**Run 1: wiring heat map**

The die is cut into 20 by 10 equal tiles; dark blue is low, red is high, scaled to the fullest tile. Values are wire area over tile area, all layers added.
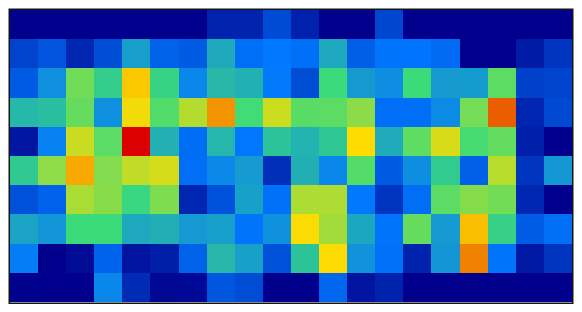
**Run 1: cells by drive strength**

Scale bar: 20 um.
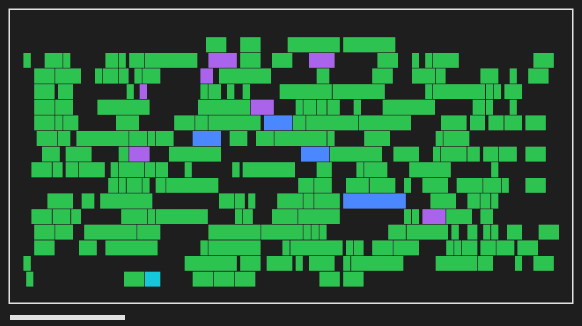
**Run 1: where the registers sit**

Scale bar: 20 um.
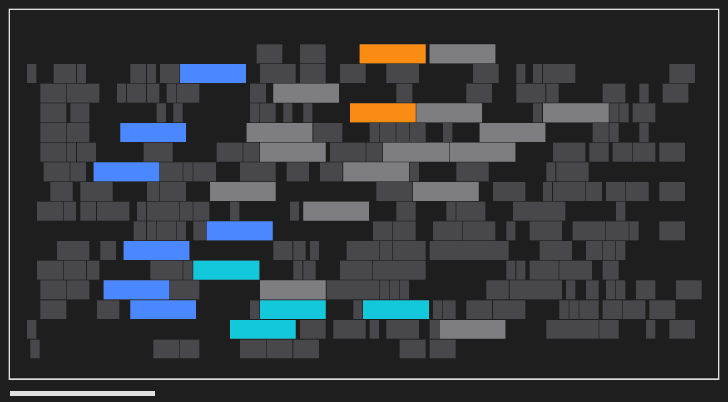
===== src/rtl/conv_bank_scheduler_pkg.sv =====
// Shared constants and types for the ping-pong image-RAM scheduler of the
// stride-2 3x3 convolution path.
package conv_sched_pkg;

    localparam int IMG_W   = 9;
    localparam int K       = 3;
    localparam int STRIDE  = 2;
    localparam int OUT_W   = 4;
    localparam int BANK_SZ = 81;
    localparam int TAPS    = 9;
    localparam int AW      = 10;

    typedef enum logic [1:0] {
        IDLE    = 2'd0,
        READ    = 2'd1,
        RELEASE = 2'd2
    } rd_state_t;

    // Bank 1 starts right after the 81 pixels of bank 0.
    function automatic logic [AW-1:0] bank_base(input logic bank);
        return bank ? AW'(BANK_SZ) : '0;
    endfunction

endpackage


===== src/rtl/conv_bank_scheduler_if.sv =====
// Pixel-write and tap-read bundle between the upstream source / MAC stage
// (master) and the bank scheduler (slave).
interface conv_bank_scheduler_if;
    import conv_sched_pkg::*;

    logic          in_valid;
    logic          in_ready;
    logic          wr_en;
    logic [AW-1:0] wr_addr;
    logic          mac_ready;
    logic          rd_en;
    logic [AW-1:0] rd_addr;
    logic          tap_valid;
    logic [3:0]    tap_idx;
    logic          win_last;
    logic          img_last;
    logic [1:0]    bank_full;

    modport master (
        output in_valid, mac_ready,
        input  in_ready, wr_en, wr_addr, rd_en, rd_addr,
               tap_valid, tap_idx, win_last, img_last, bank_full
    );

    modport slave (
        input  in_valid, mac_ready,
        output in_ready, wr_en, wr_addr, rd_en, rd_addr,
               tap_valid, tap_idx, win_last, img_last, bank_full
    );

endinterface


===== src/rtl/conv_bank_scheduler_window_addr_gen.sv =====
// Walks the 16 stride-2 windows x 9 taps of one bank and forms the RAM read
// address; counters move only when the scheduler issues a tap.
module window_addr_gen
    import conv_sched_pkg::*;
(
    input  logic          clk,
    input  logic          reset,
    input  logic          advance,
    input  logic          bank,
    output logic [AW-1:0] addr,
    output logic [3:0]    tap_idx,
    output logic          win_last,
    output logic          img_last
);

    localparam logic [1:0] TAP_MAX = 2'(K - 1);
    localparam logic [1:0] OUT_MAX = 2'(OUT_W - 1);

    logic [1:0] tcol_q, tcol_d;
    logic [1:0] trow_q, trow_d;
    logic [1:0] ocol_q, ocol_d;
    logic [1:0] orow_q, orow_d;
    logic [AW-1:0] row, col;

    // Final tap rolls every counter back to zero, ready for the next bank.
    always_comb begin
        tcol_d = tcol_q;
        trow_d = trow_q;
        ocol_d = ocol_q;
        orow_d = orow_q;
        if (advance) begin
            if (tcol_q == TAP_MAX) begin
                tcol_d = '0;
                if (trow_q == TAP_MAX) begin
                    trow_d = '0;
                    if (ocol_q == OUT_MAX) begin
                        ocol_d = '0;
                        orow_d = (orow_q == OUT_MAX) ? 2'd0 : orow_q + 2'd1;
                    end else begin
                        ocol_d = ocol_q + 2'd1;
                    end
                end else begin
                    trow_d = trow_q + 2'd1;
                end
            end else begin
                tcol_d = tcol_q + 2'd1;
            end
        end
    end

    always_ff @(posedge clk or negedge reset) begin
        if (!reset) begin
            tcol_q <= '0;
            trow_q <= '0;
            ocol_q <= '0;
            orow_q <= '0;
        end else begin
            tcol_q <= tcol_d;
            trow_q <= trow_d;
            ocol_q <= ocol_d;
            orow_q <= orow_d;
        end
    end

    always_comb begin
        row      = AW'(orow_q) * AW'(STRIDE) + AW'(trow_q);
        col      = AW'(ocol_q) * AW'(STRIDE) + AW'(tcol_q);
        addr     = bank_base(bank) + row * AW'(IMG_W) + col;
        tap_idx  = 4'(trow_q) * 4'(K) + 4'(tcol_q);
        win_last = (tcol_q == TAP_MAX) && (trow_q == TAP_MAX);
        img_last = win_last && (ocol_q == OUT_MAX) && (orow_q == OUT_MAX);
    end

endmodule


===== src/rtl/conv_bank_scheduler.sv =====
// Ping-pong bank scheduler: fills banks from the raster pixel stream and
// replays each full bank to the MAC stage as 3x3 window read addresses.
module conv_bank_scheduler
    import conv_sched_pkg::*;
(
    input  logic                 clk,
    input  logic                 reset,
    conv_bank_scheduler_if.slave bus
);

    localparam logic [6:0] WLAST = 7'(BANK_SZ - 1);

    logic [6:0] wcount_q, wcount_d;
    logic       wr_bank_q, wr_bank_d;
    logic [1:0] bank_full_q, bank_full_d;
    logic       rd_bank_q, rd_bank_d;
    rd_state_t  state_q, state_d;
    logic       in_ready, wr_en, rd_en;
    logic          tap_valid_q, win_last_q, img_last_q;
    logic [3:0]    tap_idx_q;
    logic [AW-1:0] gen_addr;
    logic [3:0]    gen_tap_idx;
    logic          gen_win_last, gen_img_last;

    window_addr_gen u_gen (
        .clk      (clk),
        .reset    (reset),
        .advance  (rd_en),
        .bank     (rd_bank_q),
        .addr     (gen_addr),
        .tap_idx  (gen_tap_idx),
        .win_last (gen_win_last),
        .img_last (gen_img_last)
    );

    always_comb begin
        in_ready  = !bank_full_q[wr_bank_q];
        wr_en     = bus.in_valid && in_ready;
        wcount_d  = wcount_q;
        wr_bank_d = wr_bank_q;
        if (wr_en) begin
            if (wcount_q == WLAST) begin
                wcount_d  = '0;
                wr_bank_d = ~wr_bank_q;
            end else begin
                wcount_d = wcount_q + 7'd1;
            end
        end
    end

    // Writer sets only empty banks and RELEASE clears only the full one being
    // read, so both updates can land in the same cycle on different banks.
    always_comb begin
        bank_full_d = bank_full_q;
        if (wr_en && (wcount_q == WLAST))
            bank_full_d[wr_bank_q] = 1'b1;
        if (state_q == RELEASE)
            bank_full_d[rd_bank_q] = 1'b0;
    end

    always_comb begin
        state_d   = state_q;
        rd_bank_d = rd_bank_q;
        rd_en     = 1'b0;
        case (state_q)
            IDLE: begin
                if (bank_full_q[rd_bank_q])
                    state_d = READ;
            end
            READ: begin
                rd_en = bus.mac_ready;
                if (rd_en && gen_img_last)
                    state_d = RELEASE;
            end
            RELEASE: begin
                rd_bank_d = ~rd_bank_q;
                state_d   = IDLE;
            end
            default: state_d = IDLE;
        endcase
    end

    always_ff @(posedge clk or negedge reset) begin
        if (!reset) begin
            wcount_q    <= '0;
            wr_bank_q   <= 1'b0;
            bank_full_q <= '0;
            rd_bank_q   <= 1'b0;
            state_q     <= IDLE;
        end else begin
            wcount_q    <= wcount_d;
            wr_bank_q   <= wr_bank_d;
            bank_full_q <= bank_full_d;
            rd_bank_q   <= rd_bank_d;
            state_q     <= state_d;
        end
    end

    // Sideband lags rd_en by one cycle to line up with RAM read data.
    always_ff @(posedge clk or negedge reset) begin
        if (!reset) begin
            tap_valid_q <= 1'b0;
            tap_idx_q   <= '0;
            win_last_q  <= 1'b0;
            img_last_q  <= 1'b0;
        end else begin
            tap_valid_q <= rd_en;
            tap_idx_q   <= gen_tap_idx;
            win_last_q  <= rd_en && gen_win_last;
            img_last_q  <= rd_en && gen_img_last;
        end
    end

    assign bus.in_ready  = in_ready;
    assign bus.wr_en     = wr_en;
    assign bus.wr_addr   = bank_base(wr_bank_q) + AW'(wcount_q);
    assign bus.rd_en     = rd_en;
    assign bus.rd_addr   = gen_addr;
    assign bus.tap_valid = tap_valid_q;
    assign bus.tap_idx   = tap_idx_q;
    assign bus.win_last  = win_last_q;
    assign bus.img_last  = img_last_q;
    assign bus.bank_full = bank_full_q;

endmodule


===== src/flat_wrapper.sv =====
// flat-port wrapper written by rule: the top's interface ports become plain ports
module conv_bank_scheduler_flat import conv_sched_pkg::*;
  (clk, reset, bus_in_valid, bus_mac_ready, bus_in_ready, bus_wr_en, bus_wr_addr, bus_rd_en, bus_rd_addr, bus_tap_valid, bus_tap_idx, bus_win_last, bus_img_last, bus_bank_full);
  conv_bank_scheduler_if bus_i ();
  input  logic clk;
  input  logic reset;
  input wire logic [$bits(bus_i.in_valid)-1:0] bus_in_valid;
  input wire logic [$bits(bus_i.mac_ready)-1:0] bus_mac_ready;
  output wire logic [$bits(bus_i.in_ready)-1:0] bus_in_ready;
  output wire logic [$bits(bus_i.wr_en)-1:0] bus_wr_en;
  output wire logic [$bits(bus_i.wr_addr)-1:0] bus_wr_addr;
  output wire logic [$bits(bus_i.rd_en)-1:0] bus_rd_en;
  output wire logic [$bits(bus_i.rd_addr)-1:0] bus_rd_addr;
  output wire logic [$bits(bus_i.tap_valid)-1:0] bus_tap_valid;
  output wire logic [$bits(bus_i.tap_idx)-1:0] bus_tap_idx;
  output wire logic [$bits(bus_i.win_last)-1:0] bus_win_last;
  output wire logic [$bits(bus_i.img_last)-1:0] bus_img_last;
  output wire logic [$bits(bus_i.bank_full)-1:0] bus_bank_full;
  assign bus_i.in_valid = bus_in_valid;
  assign bus_i.mac_ready = bus_mac_ready;
  assign bus_in_ready = bus_i.in_ready;
  assign bus_wr_en = bus_i.wr_en;
  assign bus_wr_addr = bus_i.wr_addr;
  assign bus_rd_en = bus_i.rd_en;
  assign bus_rd_addr = bus_i.rd_addr;
  assign bus_tap_valid = bus_i.tap_valid;
  assign bus_tap_idx = bus_i.tap_idx;
  assign bus_win_last = bus_i.win_last;
  assign bus_img_last = bus_i.img_last;
  assign bus_bank_full = bus_i.bank_full;
  conv_bank_scheduler u_core (.clk(clk), .reset(reset), .bus(bus_i));
endmodule

===== config.mk =====
export PLATFORM = sky130hd
export DESIGN_NAME = conv_bank_scheduler_flat
export DESIGN_NICKNAME = d
export VERILOG_FILES = /design/src/rtl/conv_bank_scheduler_pkg.sv /design/src/rtl/conv_bank_scheduler_if.sv /design/src/rtl/conv_bank_scheduler_window_addr_gen.sv /design/src/rtl/conv_bank_scheduler.sv /design/src/flat_wrapper.sv
export SDC_FILE = /design/constraint.sdc
export NUM_CORES = 1
export LEC_CHECK = 0
export CAP_MARGIN = 0
export CELL_PAD_IN_SITES_DETAIL_PLACEMENT = 0
export CELL_PAD_IN_SITES_GLOBAL_PLACEMENT = 1
export CORE_ASPECT_RATIO = 0.5
export CORE_MARGIN = 2
export CORE_UTILIZATION = 43
export DETAILED_ROUTE_END_ITERATION = 12
export PLACE_DENSITY_LB_ADDON = 0.1
export SLEW_MARGIN = 20
export SYNTH_ARGS = -nofsm -noshare
export SYNTH_HDL_FRONTEND = slang
export SYNTH_SLANG_ARGS = --single-unit

===== constraint.sdc =====
create_clock -name clk -period 5.1 [get_ports clk]
set_clock_uncertainty 0.15 [all_clocks]
set_input_delay 1.02 -clock clk [delete_from_list [all_inputs] [get_ports clk]]
set_output_delay 1.02 -clock clk [all_outputs]
set_load 0.01 [all_outputs]

==> impl_metrics.ini, run 1 <==
; generated from flow reports
[run_status]
status = completed

[synth]
postSynthSeqShare = 0.3699
async_reset_ff_frac = 1.000
avgSynthCellArea_sq_um = 9.918
ys_ff = 28
syn_area_sq_um = 1894
top_cells_by_count = dfrtp_1, ha_1, inv_1
ys_types = 41
most_common_cell = dfrtp_1
ys.warnings.count = 0
edf_count = 0
yosys_area_sq_um = 1894
synthTopCellsByArea = dfrtp_1, ha_1, fa_1, xnor2_1, inv_1
ys.flop_type = dfrtp_1
yosysTopAreaCellShare = 0.3699
ys_cells = 191
syn_inst = 191

[hold_path]
hp-class = flip-flop to flip-flop
min_path_cells = 1
hold_start = u_core.state_q[1]$_DFFE_PN0P_
holdPathEnd = u_core.state_q[0]$_DFFE_PN0P_

[pwr]
power_mw = 1.201
power.density_nw_per_um2 = 514.5
ir_worst_vdd_mv = 0.3339
leakagePower_nw = 1.120

[floorplan]
rows = 16
fp.dieH_um = 50.94
core_sq_um = 4064
fp-utilization = 0.4661
die_w_um = 97.87
io_pins = 36
dieArea_sq_um = 4985

[worst_setup_path]
critPathSlowestCell = fa_1
cp-startpoint = u_core.u_gen.trow_q[1]$_DFFE_PN0P_
max_stage_delay_ns = 0.56
cpLargestDelayFamily = adder cells
cp-endpoint = bus_rd_addr[7]
crit_chain = ha_1 -> inv_1 -> fa_1 -> inv_1 -> ha_1 -> a211oi_1 -> nor2_1 -> or4_1 -> o2111ai_1 -> clkdlybuf4s50_1
path_buffers = 3
rr_endpoint = u_core.u_gen.orow_q[1]$_DFFE_PN0P_
critical_path_class = flip-flop to output pin
cp.depth = 10
crit_arrival_ns = 3.44
cp-end-kind = output pin
r2r_start = u_core.u_gen.trow_q[0]$_DFFE_PN0P_
rrSetupSlack_ns = 3.00
rr_worst_depth = 6
cp.required_ns = 3.93
startpoint_type = flip-flop
crit_path_max_fanout = 4

[clock_tree]
postCtsHoldBufs = 0
clock_latency_ns = 0.27
clock_sinks = 28
cts_buffers = 3
cts_buffer_depth = 2
post-cts-setup-buffers = 0
htree_levels = 1
cts_resized = 0
cts_tree = done
cts_root_buffer = clkbuf_8
cts.reportedPaths.clkPinSlew_ns = 0.09

[routing]
vias_per_cell = 5.054
postRouteAntennaNets = 0
drc = 0
drt_first_pass_iters = 3

[sta]
final_max_slew_viol_count = 0
timing.final.crit_share = 0.9033
fmax_ghz = 0.2171
rsz0062_at_grt = no
finalCriticalPeriod_ns = 4.607
hold_viol = 0
setup_tns_ns = 0
setup_violations = 0

[global_routing]
grt_max_degree = 29
grt_pass1_vias = 1484
grt_pass1_wl_um = 6796
grt_use_total = 0.1672
overflow = 0
antenna_found_initial = 0

[placed_design]
dp_hpwl_um = 2788
numPortBuffers = 32
place_inst = 274
gp_congestion = 0.8285

[job]
log.warning_count = 30
maxCapViolCount = 0

[cells_and_area]
largest_register_ffs = 7
fin_cells = 278
nets = 257
layout-drive-gt1-share = 0.05357
final_common_cell = clkdlybuf4s50_1
lay_top_cells = clkdlybuf4s50_1, dfrtp_1, ha_1
regMostFlops = u_core.wcount_q
diodes = 0
Notes on 'wiring heat map' above:
17% of the tiles are nearly empty. The mean over all tiles is 0.11. 22% of the tiles are over half the peak. The densest ninth of the die: west. The fullest tile reaches 0.37. The emptiest ninth of the die: north-east.
via count: 1405
WL final: 3590 um
Routed wire per std cell: 12.91 um

Notes on 'cells by drive strength' above:
Key: _3 and _4 cells = cyan [cells 1, share 0.45%]; _0 and _1 cells = green [cells 212, share 95%]; _2 cells = purple [cells 7, share 3.1%]; _6 and larger = blue [cells 4, share 1.8%]
non-clock buffer total of the final layout: 33
area grow syn2layout: 23.25%
setup ws final: 0.4930 ns

Notes on 'where the registers sit' above:
Key: `u_core.wcount_q` = blue [flops 7]; `u_core.bus.tap_idx` = cyan [flops 4]; `u_core.state_q` = orange [flops 2]
Another 15 sequential cells are not colored.
final core utilization: 0.5745
register share of the cell area: 0.3001
Reg area: 700.7 sq um
P_seq: 0.384 mW

## run 1: per-layer routing
metal  routed length [um]  share of wire  track usage  vias up
li1                     -              -            -      709
met1                 1746           0.49       0.2155      668
met2                 1704           0.47       0.2991       26
met3                  108          0.030      0.03146        2
met4                   29         0.0081      0.03472        0
met5                    0              0            0        -
## run 1: logic make-up (layout without fill, tap and decap cells)
| kind of cell | after synthesis | in the layout | synth area share |
|---|---|---|---|
| AOI/OAI and AO/OA | 26 | 26 | 0.09181 |
| xor gates and xnor gates | 13 | 13 | 0.06011 |
| adders and majority gates | 28 | 28 | 0.2048 |
| buffers and inverters | 28 | 59 | 0.06143 |
| DFF | 28 | 28 | 0.3699 |
| muxes | 8 | 8 | 0.04887 |
| other | 1 | 3 | 0.001980 |
| and+or+nand+nor | 59 | 59 | 0.1612 |
## run 1: layout make-up
| class | count | area, sq um |
|---|---|---|
| Inverter | 22 | 82.58 |
| Clock inverter | 1 | 30.03 |
| Tap cell | 54 | 67.56 |
| Clock buffer | 3 | 41.29 |
| Multi-Input combinational cell | 137 | 1085 |
| Timing Repair Buffer | 33 | 327.8 |
| Fill cell | 350 | 1729 |
| Sequential cell | 28 | 700.7 |
## run 1: where the power goes
part / switching (mW) / internal (mW) / leakage (nW)
Sequential: 0.0947 / 0.290 / 0.347
Combinational: 0.288 / 0.356 / 0.738
Clock: 0.0675 / 0.105 / 0.0357
## run 1: through the flow
step,hold slack [ns],cell area [sq um],worst slack [ns]
detailed placement,0.3536,2263,0.7966
CTS,0.3696,2335,0.4708
global placement,0.3354,2263,0.8395
global route,0.3905,2335,0.2577
finish,0.3550,2335,0.4930
floorplan,0.3091,1902,1.427
==> run 2, diff against run 1 <==
Settings changed: CTS_CLUSTER_DIAMETER set to 120, SLEW_MARGIN 20 to not set.
==> run 2 against run 1 <==
Effect of this change: clock power about the same; wire length unchanged; largest cell class unchanged; critical path type unchanged; synthesized area stayed put; final area unchanged.
==> impl_metrics.ini, run 2 <==
; generated from flow reports
[pwr]
p_sw_frac = 0.3751
power_mw = 1.201
p_sw_mw = 0.4505
power.density_nw_per_um2 = 514.5
ir_worst_vdd_mv = 0.3339
combinationalPowerShare = 0.536
p_seq_frac = 0.320
p_int_mw = 0.7506
leakagePower_nw = 1.120

[placed_design]
dp_hpwl_um = 2788
numPortBuffers = 32
dp_slack_ns = 0.7966
place_area_sq_um = 2263
gp_congestion = 0.8285
place_inst = 274

[floorplan]
dieArea_sq_um = 4985
fp.dieH_um = 50.94
fp-utilization = 0.4661
io_pins = 36
die_w_um = 97.87

[synth]
most_common_cell = dfrtp_1
ys.warnings.count = 0
postSynthSeqShare = 0.3699
ys_ff = 28
synthTopCellsByArea = dfrtp_1, ha_1, fa_1, xnor2_1, inv_1
yosys.area.top_type = dfrtp_1
avgSynthCellArea_sq_um = 9.918
ys_types = 41
syn_inst = 191
yosys_area_sq_um = 1894
top_cells_by_count = dfrtp_1, ha_1, inv_1
yosysTopAreaCellShare = 0.3699
edf_count = 0
async_reset_ff_frac = 1.000
ys.flop_type = dfrtp_1
ys_cells = 191
syn_area_sq_um = 1894

[worst_setup_path]
cp-end-kind = output pin
cp.required_ns = 3.93
crit_path_max_fanout = 4
r2r_start = u_core.u_gen.trow_q[0]$_DFFE_PN0P_
rr_endpoint = u_core.u_gen.orow_q[1]$_DFFE_PN0P_
startpoint_type = flip-flop
cp-startpoint = u_core.u_gen.trow_q[1]$_DFFE_PN0P_
rr_worst_depth = 6
crit_arrival_ns = 3.44
critical_path_class = flip-flop to output pin
cp-endpoint = bus_rd_addr[7]
rrSetupSlack_ns = 3.00

[cells_and_area]
final_area_sq_um = 2335
diodes = 0
nets = 257
areaGrowthSynthToFinish_pct = 23.25
fin_cells = 278
multiInputGateArea_sq_um = 1085
regMostFlops = u_core.wcount_q
final_common_cell = clkdlybuf4s50_1
final-seq-area_sq_um = 700.7
lay_top_cells = clkdlybuf4s50_1, dfrtp_1, ha_1
final_core_util = 0.5745
layout-drive-gt1-share = 0.05357
largest_register_ffs = 7

[routing]
wl_per_cell_um = 12.91
vias_per_cell = 5.054
routed_wl_um = 3590
drtIter0Drc = 24
drt_first_pass_iters = 3
via_count = 1405
postRouteAntennaNets = 0
drc = 0

[run_status]
status = completed

[clock_tree]
postCtsHoldBufs = 0
cts_buffers = 3
clock_sinks = 28
cts.reportedPaths.clkPinSlew_ns = 0.09
htree_levels = 1
cts_resized = 0
cts_tree = done
cts_buffer_depth = 2
cts_root_buffer = clkbuf_8
post-cts-setup-buffers = 0

[hold_path]
min_path_cells = 1
hp-class = flip-flop to flip-flop
hold_start = u_core.state_q[1]$_DFFE_PN0P_
holdPathEnd = u_core.state_q[0]$_DFFE_PN0P_

[sta]
fin_ws_ns = 0.4930
whs_ns = 0.3550
fmax_ghz = 0.2171
rsz0062_at_grt = no
hold_viol = 0
setup_tns_ns = 0
timing.final.crit_share = 0.9033
finalCriticalPeriod_ns = 4.607
setup_violations = 0
final_max_slew_viol_count = 0

[global_routing]
grt_use_total = 0.1672
grt_max_degree = 29
antenna_found_initial = 0
grt_pass1_wl_um = 6796
grt_pass1_vias = 1484
overflow = 0

[job]
maxCapViolCount = 0
log.warning_count = 30
## run 2: cell counts after synthesis
No cell type changed its count.
## run 2: layer usage
layer	part of all wire	vias up	wire [um]	GRT usage
li1	-	709	-	-
met4	0.0081	0	29	0.03472
met1	0.49	668	1746	0.2155
met2	0.47	26	1704	0.2991
met3	0.030	2	108	0.03146
met5	0	-	0	0
## run 2: power groups by stage
stage | clock (mW) | combinational, mW | sequential (mW)
after floorplan | 0 | 0.387 | 0.360
after global placement | 0 | 0.641 | 0.386
after detailed placement | 0 | 0.645 | 0.389
after CTS | 0.178 | 0.654 | 0.385
after global routing | 0.189 | 0.737 | 0.400
final | 0.173 | 0.644 | 0.384
## run 2: layout make-up
class | instances | share of cell area
Tap cell | 54 | 0.02894
Timing Repair Buffer | 33 | 0.1404
Clock inverter | 1 | 0.01286
Sequential cell | 28 | 0.3001
Clock buffer | 3 | 0.01768
Multi-Input combinational cell | 137 | 0.4646
Inverter | 22 | 0.03537
## run 2: worst max-delay path, cell delays in order, from the launching register on
cell and delay [ns]:
dfrtp_1 0.45, ha_1 0.30, inv_1 0.07, fa_1 0.56, inv_1 0.06, ha_1 0.31, a211oi_1 0.25, nor2_1 0.12
or4_1 0.40, o2111ai_1 0.10, clkdlybuf4s50_1 0.56
## run 2: kinds of logic (layout without fill, tap and decap cells)
group / count (synthesis) / count (layout) / synth area share
flip-flops: 28 / 28 / 0.3699
XOR/XNOR: 13 / 13 / 0.06011
AND-OR/OR-AND: 26 / 26 / 0.09181
AND/OR/NAND/NOR: 59 / 59 / 0.1612
adder cells (fa/ha/maj): 28 / 28 / 0.2048
other: 1 / 3 / 0.001980
multiplexers: 8 / 8 / 0.04887
buffers and inverters: 28 / 59 / 0.06143
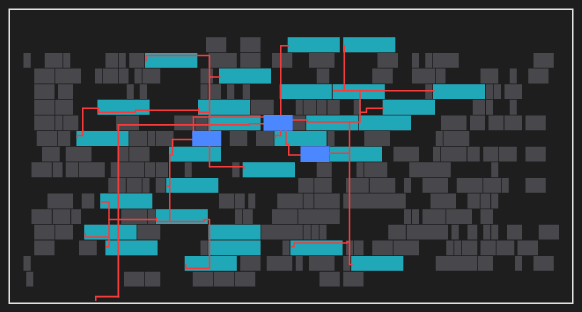
**Above:** run 2 (clock wires, drivers and flops).
Key: flip-flops = cyan [count 28]; clock drivers = blue [count 3]; clock wires = red [length 336 um]
There are 4 routed clock nets.
clk ins delay skew pair: 0.27 ns
clock group share of total power: 0.144
Clock Power: 0.173 mW

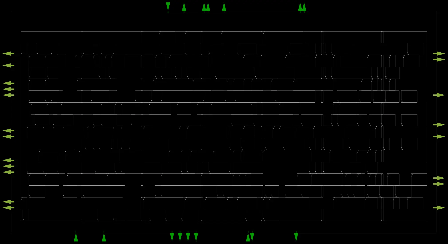
**Above:** run 2 (placed standard cells).
seq_cells: 28
Core Rows: 16
fillers: 350
core area: 4064 sq um
Well Taps: 54

Power figures rest on the tool's default switching activity, not on a simulated workload.
